**Run 1: gate-type map**

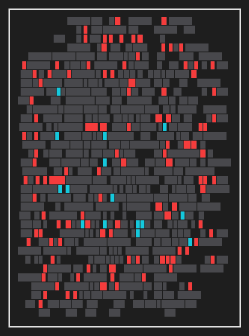
**Run 1: met1 routing**

Supply wires on this layer in grey.
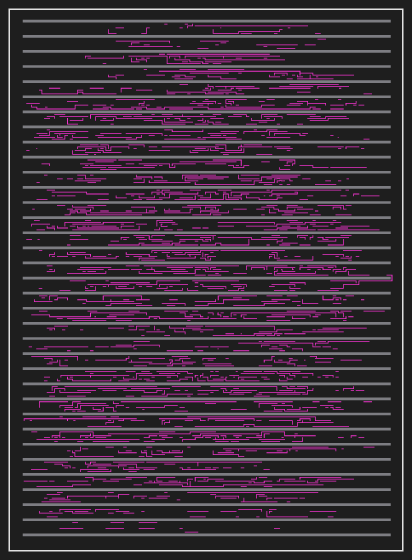
**Run 1: supply network**

Pins as bars on the die edge.
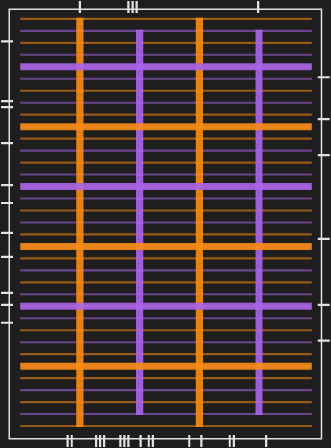
**Run 1: clock routing**

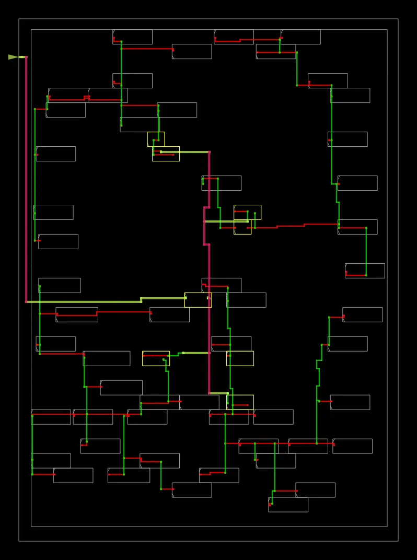
`config.mk`:
```
export PLATFORM = sky130hd
export DESIGN_NAME = booth4_mult_seq_flat
export DESIGN_NICKNAME = d
export VERILOG_FILES = /design/src/rtl/booth4_pkg.sv /design/src/rtl/booth4_mult_seq_if.sv /design/src/rtl/booth4_pp_sel.sv /design/src/rtl/booth4_mult_seq.sv /design/src/flat_wrapper.sv
export SDC_FILE = /design/constraint.sdc
export NUM_CORES = 1
export LEC_CHECK = 0
export CORE_ASPECT_RATIO = 1.4
export CORE_MARGIN = 2
export CORE_UTILIZATION = 53
export CTS_BUF_LIST = sky130_fd_sc_hd__clkbuf_4 sky130_fd_sc_hd__clkbuf_8
export DETAILED_ROUTE_END_ITERATION = 6
export GPL_TIMING_DRIVEN = 0
export PLACE_DENSITY = 0.79
export SYNTH_ARGS = -nofsm -noshare
export SYNTH_HDL_FRONTEND = slang
export SYNTH_SLANG_ARGS = --single-unit
```
`constraint.sdc`:
```
create_clock -name sys_clk -period 3.5 [get_ports sys_clk]
set_input_delay 0.7 -clock sys_clk [delete_from_list [all_inputs] [get_ports sys_clk]]
set_output_delay 0.7 -clock sys_clk [all_outputs]
set_load 0.005 [all_outputs]
```
`src/rtl/booth4_pkg.sv`:
```
// booth4_pkg: shared definitions for the sequential radix-4 Booth multiplier.
// It holds the FSM state encoding, the Booth digit select encoding, the default
// sizes, and the digit encoder that turns three multiplier bits into a select.
package booth4_pkg;

    localparam int WIDTH_DEF = 8;
    localparam int ND        = WIDTH_DEF / 2;
    localparam int PW        = 2 * WIDTH_DEF;

    typedef enum logic [1:0] {
        IDLE = 2'd0,
        CALC = 2'd1,
        DONE = 2'd2
    } state_t;

    // The magnitude is one-hot: 'one' selects A and 'two' selects 2A.
    // 'neg' requests the negated multiple.
    typedef struct packed {
        logic neg;
        logic two;
        logic one;
    } booth_sel_t;

    // The digit -2*b[2k+1] + b[2k] + b[2k-1] is split into sign and magnitude.
    // Patterns 000 and 111 are zero and never assert neg.
    function automatic booth_sel_t booth_encode(input logic [2:0] bits);
        booth_sel_t s;
        s.neg = bits[2] & ~(bits[1] & bits[0]);
        s.one = bits[1] ^ bits[0];
        s.two = (bits == 3'b011) || (bits == 3'b100);
        return s;
    endfunction

endpackage

```
`src/rtl/booth4_mult_seq_if.sv`:
```
// booth4_mult_seq_if: operand/product handshake bundle of the Booth multiplier.
// The slave side is the multiplier. The master side is the operand source and
// the product consumer.
interface booth4_mult_seq_if import booth4_pkg::*; #(
    parameter int WIDTH = WIDTH_DEF
);

    logic                 in_valid;
    logic                 in_ready;
    logic [WIDTH-1:0]     a_i;
    logic [WIDTH-1:0]     b_i;
    logic                 out_valid;
    logic                 out_ready;
    logic [2*WIDTH-1:0]   prod_o;

    modport master (
        output in_valid, a_i, b_i, out_ready,
        input  in_ready, out_valid, prod_o
    );

    modport slave (
        input  in_valid, a_i, b_i, out_ready,
        output in_ready, out_valid, prod_o
    );

endinterface

```
`src/rtl/booth4_pp_sel.sv`:
```
// booth4_pp_sel: combinational Booth partial-product selector.
// It uses three multiplier bits to pick 0, +-A or +-2A as a WIDTH+2-bit signed value.
// -A is built by invert-plus-one in WIDTH+1 bits, so negating the most
// negative operand stays exact.
module booth4_pp_sel import booth4_pkg::*; #(
    parameter int WIDTH = WIDTH_DEF
) (
    input  logic [2:0]       mult_bits,
    input  logic [WIDTH-1:0] a,
    output logic [WIDTH+1:0] pp
);

    booth_sel_t     sel;
    logic [WIDTH:0] a_pos;
    logic [WIDTH:0] a_neg;
    logic [WIDTH:0] a_sel;

    // Decode the digit, choose the signed multiple and scale it by 1 or 2.
    always_comb begin
        sel   = booth_encode(mult_bits);
        a_pos = {a[WIDTH-1], a};
        a_neg = ~a_pos + (WIDTH+1)'(1);
        a_sel = sel.neg ? a_neg : a_pos;
        pp    = '0;
        if (sel.two) begin
            pp = {a_sel, 1'b0};
        end else if (sel.one) begin
            pp = {a_sel[WIDTH], a_sel};
        end
    end

endmodule

```
`src/rtl/booth4_mult_seq.sv`:
```
// booth4_mult_seq: iterative signed radix-4 Booth multiplier.
// It retires one Booth digit per clock into a 2*WIDTH-bit accumulator. The product
// is registered and held under out_valid/out_ready backpressure.
// Optional feature macro: BOOTH4_ZERO_SKIP_EN. When it is defined, the
// calculation stops early once every remaining multiplier bit is a sign copy.
module booth4_mult_seq import booth4_pkg::*; #(
    parameter int WIDTH = WIDTH_DEF
) (
    input  logic                     sys_clk,
    input  logic                     sys_rst,
    booth4_mult_seq_if.slave         bus
);

    localparam int NDIG = WIDTH / 2;
    localparam int PWID = 2 * WIDTH;
    localparam int KW   = $clog2(NDIG);

    state_t            state_q;
    state_t            state_d;
    logic              in_ready;
    logic              out_valid;
    logic              accept;
    logic              calc_last;

    logic [WIDTH-1:0]  a_q;
    logic [WIDTH:0]    mult_q;
    logic [KW-1:0]     k_q;
    logic [PWID-1:0]   acc_q;
    logic [PWID-1:0]   prod_q;

    logic [WIDTH+1:0]  pp;
    logic [PWID-1:0]   pp_ext;
    logic [PWID-1:0]   pp_shift;
    logic [PWID-1:0]   acc_next;

    assign accept = (state_q == IDLE) && bus.in_valid;

    // The low three bits of the shifted multiplier always hold the current
    // digit's window b[2k+1], b[2k], b[2k-1].
    booth4_pp_sel #(
        .WIDTH (WIDTH)
    ) u_pp_sel (
        .mult_bits (mult_q[2:0]),
        .a         (a_q),
        .pp        (pp)
    );

    assign pp_ext   = {{(PWID-WIDTH-2){pp[WIDTH+1]}}, pp};
    assign pp_shift = pp_ext << {k_q, 1'b0};
    assign acc_next = acc_q + pp_shift;

`ifdef BOOTH4_ZERO_SKIP_EN
    // The multiplier shifts arithmetically, so mult_q[WIDTH:2] covers every bit
    // above the current digit. If those bits all match, every later digit is zero.
    logic [WIDTH-2:0] rest_bits;
    assign rest_bits = mult_q[WIDTH:2];
    assign calc_last = (k_q == KW'(NDIG-1)) || (rest_bits == '0) || (rest_bits == '1);
`else
    assign calc_last = (k_q == KW'(NDIG-1));
`endif

    // State register, with a synchronous return to IDLE on reset.
    always_ff @(posedge sys_clk) begin
        if (sys_rst) begin
            state_q <= IDLE;
        end else begin
            state_q <= state_d;
        end
    end

    // Next-state selection and handshake outputs; the two never overlap, so
    // in_ready is only high in IDLE and out_valid only in DONE.
    always_comb begin
        state_d   = state_q;
        in_ready  = 1'b0;
        out_valid = 1'b0;
        case (state_q)
            IDLE: begin
                in_ready = 1'b1;
                if (bus.in_valid) begin
                    state_d = CALC;
                end
            end
            CALC: begin
                if (calc_last) begin
                    state_d = DONE;
                end
            end
            DONE: begin
                out_valid = 1'b1;
                if (bus.out_ready) begin
                    state_d = IDLE;
                end
            end
            default: begin
                state_d = IDLE;
            end
        endcase
    end

    // Datapath: latch the operands on accept, add one shifted partial product per
    // CALC cycle, and load the product register on the final digit. A reset
    // discards any in-flight work.
    always_ff @(posedge sys_clk) begin
        if (sys_rst) begin
            a_q    <= '0;
            mult_q <= '0;
            k_q    <= '0;
            acc_q  <= '0;
            prod_q <= '0;
        end else begin
            case (state_q)
                IDLE: begin
                    if (accept) begin
                        a_q    <= bus.a_i;
                        mult_q <= {bus.b_i, 1'b0};
                        k_q    <= '0;
                        acc_q  <= '0;
                    end
                end
                CALC: begin
                    acc_q  <= acc_next;
                    mult_q <= {{2{mult_q[WIDTH]}}, mult_q[WIDTH:2]};
                    k_q    <= k_q + KW'(1);
                    if (calc_last) begin
                        prod_q <= acc_next;
                    end
                end
                default: begin
                end
            endcase
        end
    end

    assign bus.in_ready  = in_ready;
    assign bus.out_valid = out_valid;
    assign bus.prod_o    = prod_q;

endmodule
```
`src/flat_wrapper.sv`:
```
// flat-port wrapper written by rule: the top's interface ports become plain ports
module booth4_mult_seq_flat import booth4_pkg::*;
#(
    parameter int WIDTH = WIDTH_DEF
)
  (sys_clk, sys_rst, bus_in_valid, bus_a_i, bus_b_i, bus_out_ready, bus_in_ready, bus_out_valid, bus_prod_o);
  booth4_mult_seq_if #(.WIDTH(WIDTH)) bus_i ();
  input  logic sys_clk;
  input  logic sys_rst;
  input wire logic [$bits(bus_i.in_valid)-1:0] bus_in_valid;
  input wire logic [$bits(bus_i.a_i)-1:0] bus_a_i;
  input wire logic [$bits(bus_i.b_i)-1:0] bus_b_i;
  input wire logic [$bits(bus_i.out_ready)-1:0] bus_out_ready;
  output wire logic [$bits(bus_i.in_ready)-1:0] bus_in_ready;
  output wire logic [$bits(bus_i.out_valid)-1:0] bus_out_valid;
  output wire logic [$bits(bus_i.prod_o)-1:0] bus_prod_o;
  assign bus_i.in_valid = bus_in_valid;
  assign bus_i.a_i = bus_a_i;
  assign bus_i.b_i = bus_b_i;
  assign bus_i.out_ready = bus_out_ready;
  assign bus_in_ready = bus_i.in_ready;
  assign bus_out_valid = bus_i.out_valid;
  assign bus_prod_o = bus_i.prod_o;
  booth4_mult_seq #(.WIDTH(WIDTH)) u_core (.sys_clk(sys_clk), .sys_rst(sys_rst), .bus(bus_i));
endmodule
```
==> reports/results.tsv, run 1 <==
metric	value	unit
viasPerCell	6.02	
pwr-share-comb	26.8	%
maxUsedRoutingLayer	met4	
largest_area_cell	dfxtp_1	
rsz0062_at_grt	yes	
slew_headroom	53.1	%
drtIter0Drc	225	
use_met3	4.05	%
globalRouteMet2Util	44.0	%
outcome	complete, no violations	
p_int	954	uW
synth-edff-count	0	
warnings	30	
top_cell_area_share	32.3	%
crit_arrival	3.65	ns
num-nonclk-buffers	77	
hp-class	reg2reg	
fin_skew	0.0127	ns
cts_tree	built	
firstDrtPassIters	6	
top_cells_by_count	nand2_1 (84), a21oi_1 (55), dfxtp_1 (53)	
syn_area	0.00329	mm^2
Notes on 'gate-type map' above:
inverters: drawn in cyan, cells 15. NAND gates: drawn in red, cells 110, where spread over the die.
logic share of the area: 55.5%
most common logic cell in the routed design: nand2_1
fin cells: 570

Notes on 'met1 routing' above:
The wires run mostly horizontal. 490 nets have wire on it.
routed via count: 3431
met1 GRT Util: 28.7%
final wirelength: 9580 um

Notes on 'supply network' above:
VSS: drawn in orange. VDD: drawn in purple.
35 met1 rails follow the rows. 4 straps on met4. The core has 34 rows.
Core Footprint: 0.00613 mm^2
Peak VDD IR: 0.000223 V
Die X: 70.6 um

Notes on 'clock routing' above:
clk_lat worst skew: 0.32 ns
Clock buffer cells: 6
registers: 53
clk pwr: 383 uW
clock sinks: 53

**Run 1: where the registers sit**

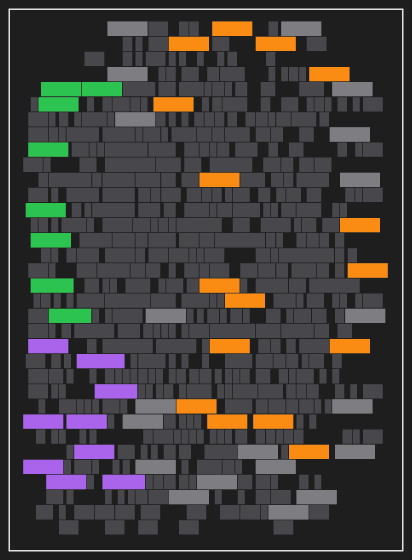

--- run 2 (diff from run 1) ---
Settings changed: CELL_PAD_IN_SITES_DETAIL_PLACEMENT set to 0, CELL_PAD_IN_SITES_GLOBAL_PLACEMENT set to 1, CORE_UTILIZATION 53 to 39, PLACE_DENSITY 0.79 to unset, PLACE_DENSITY_LB_ADDON set to 0.1.
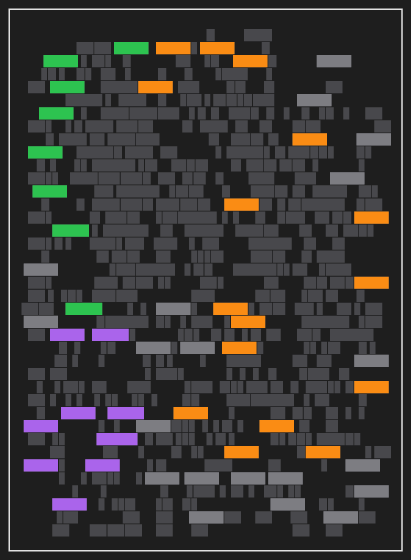
**Above:** run 2 (where the registers sit).
u_core.acc_q: drawn in orange, flops 16. u_core.mult_q: drawn in purple, flops 9, where lower left. u_core.a_q: drawn in green, flops 8.
Another 20 sequential cells are not coloured.
seq pwr: 652 uW
Seq. cell area: 0.00107 mm^2
fin util: 55.8%

==> reports/results.tsv, run 2 <==
metric	value	unit	change
outcome	complete, no violations		unchanged
fin_skew	0.0166	ns	was 0.0127 ns
grt_use_met1	25.5	%	was 28.7%
vdd_drop_max	0.000181	V	was 0.000223 V
syn_area	0.00329	mm^2	unchanged
slew_headroom	54.2	%	was 53.1%
insertion_delay	0.33	ns	was 0.32 ns
synth-edff-count	0		unchanged
maxUsedRoutingLayer	met4		unchanged
clk-power	365	uW	was 383 uW
largest_area_cell	dfxtp_1		unchanged
top_cells_by_count	nand2_1 (84), a21oi_1 (55), dfxtp_1 (53)		unchanged
fill_cells	823		was 501
wl_met1	4120	um	was 3640 um
hp-class	reg2reg		unchanged
num-nonclk-buffers	84		was 77
viasPerCell	5.46		was 6.02
cts_tree	built		unchanged
die_x	81.6	um	was 70.6 um
drtIter0Drc	124		was 225
crit_arrival	3.65	ns	about the same
rsz0062_at_grt	yes		unchanged
flops	53		unchanged
antennaDiodeCount	0		unchanged
globalRouteMet2Util	41.3	%	was 44.0%
cts_sinks	53		unchanged
num_vias	3310		was 3431
coreArea	0.00820	mm^2	was 0.00613 mm^2
simple_gate_area_share	23.2	%	unchanged
use_met3	3.30	%	was 4.05%
warnings	29		was 30
clkbuf_count	5		was 6
p_int	947	uW	was 954 uW
finalWirelength	10200	um	was 9580 um
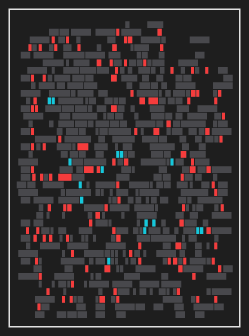
**Above:** run 2 (gate-type map).
NAND gates: drawn in red, cells 110, where spread over the die. inverters: drawn in cyan, cells 15.
fin cells: 606
logic share of the area: 56.3%

No activity file was given, so power comes from the tool's default toggle rates.
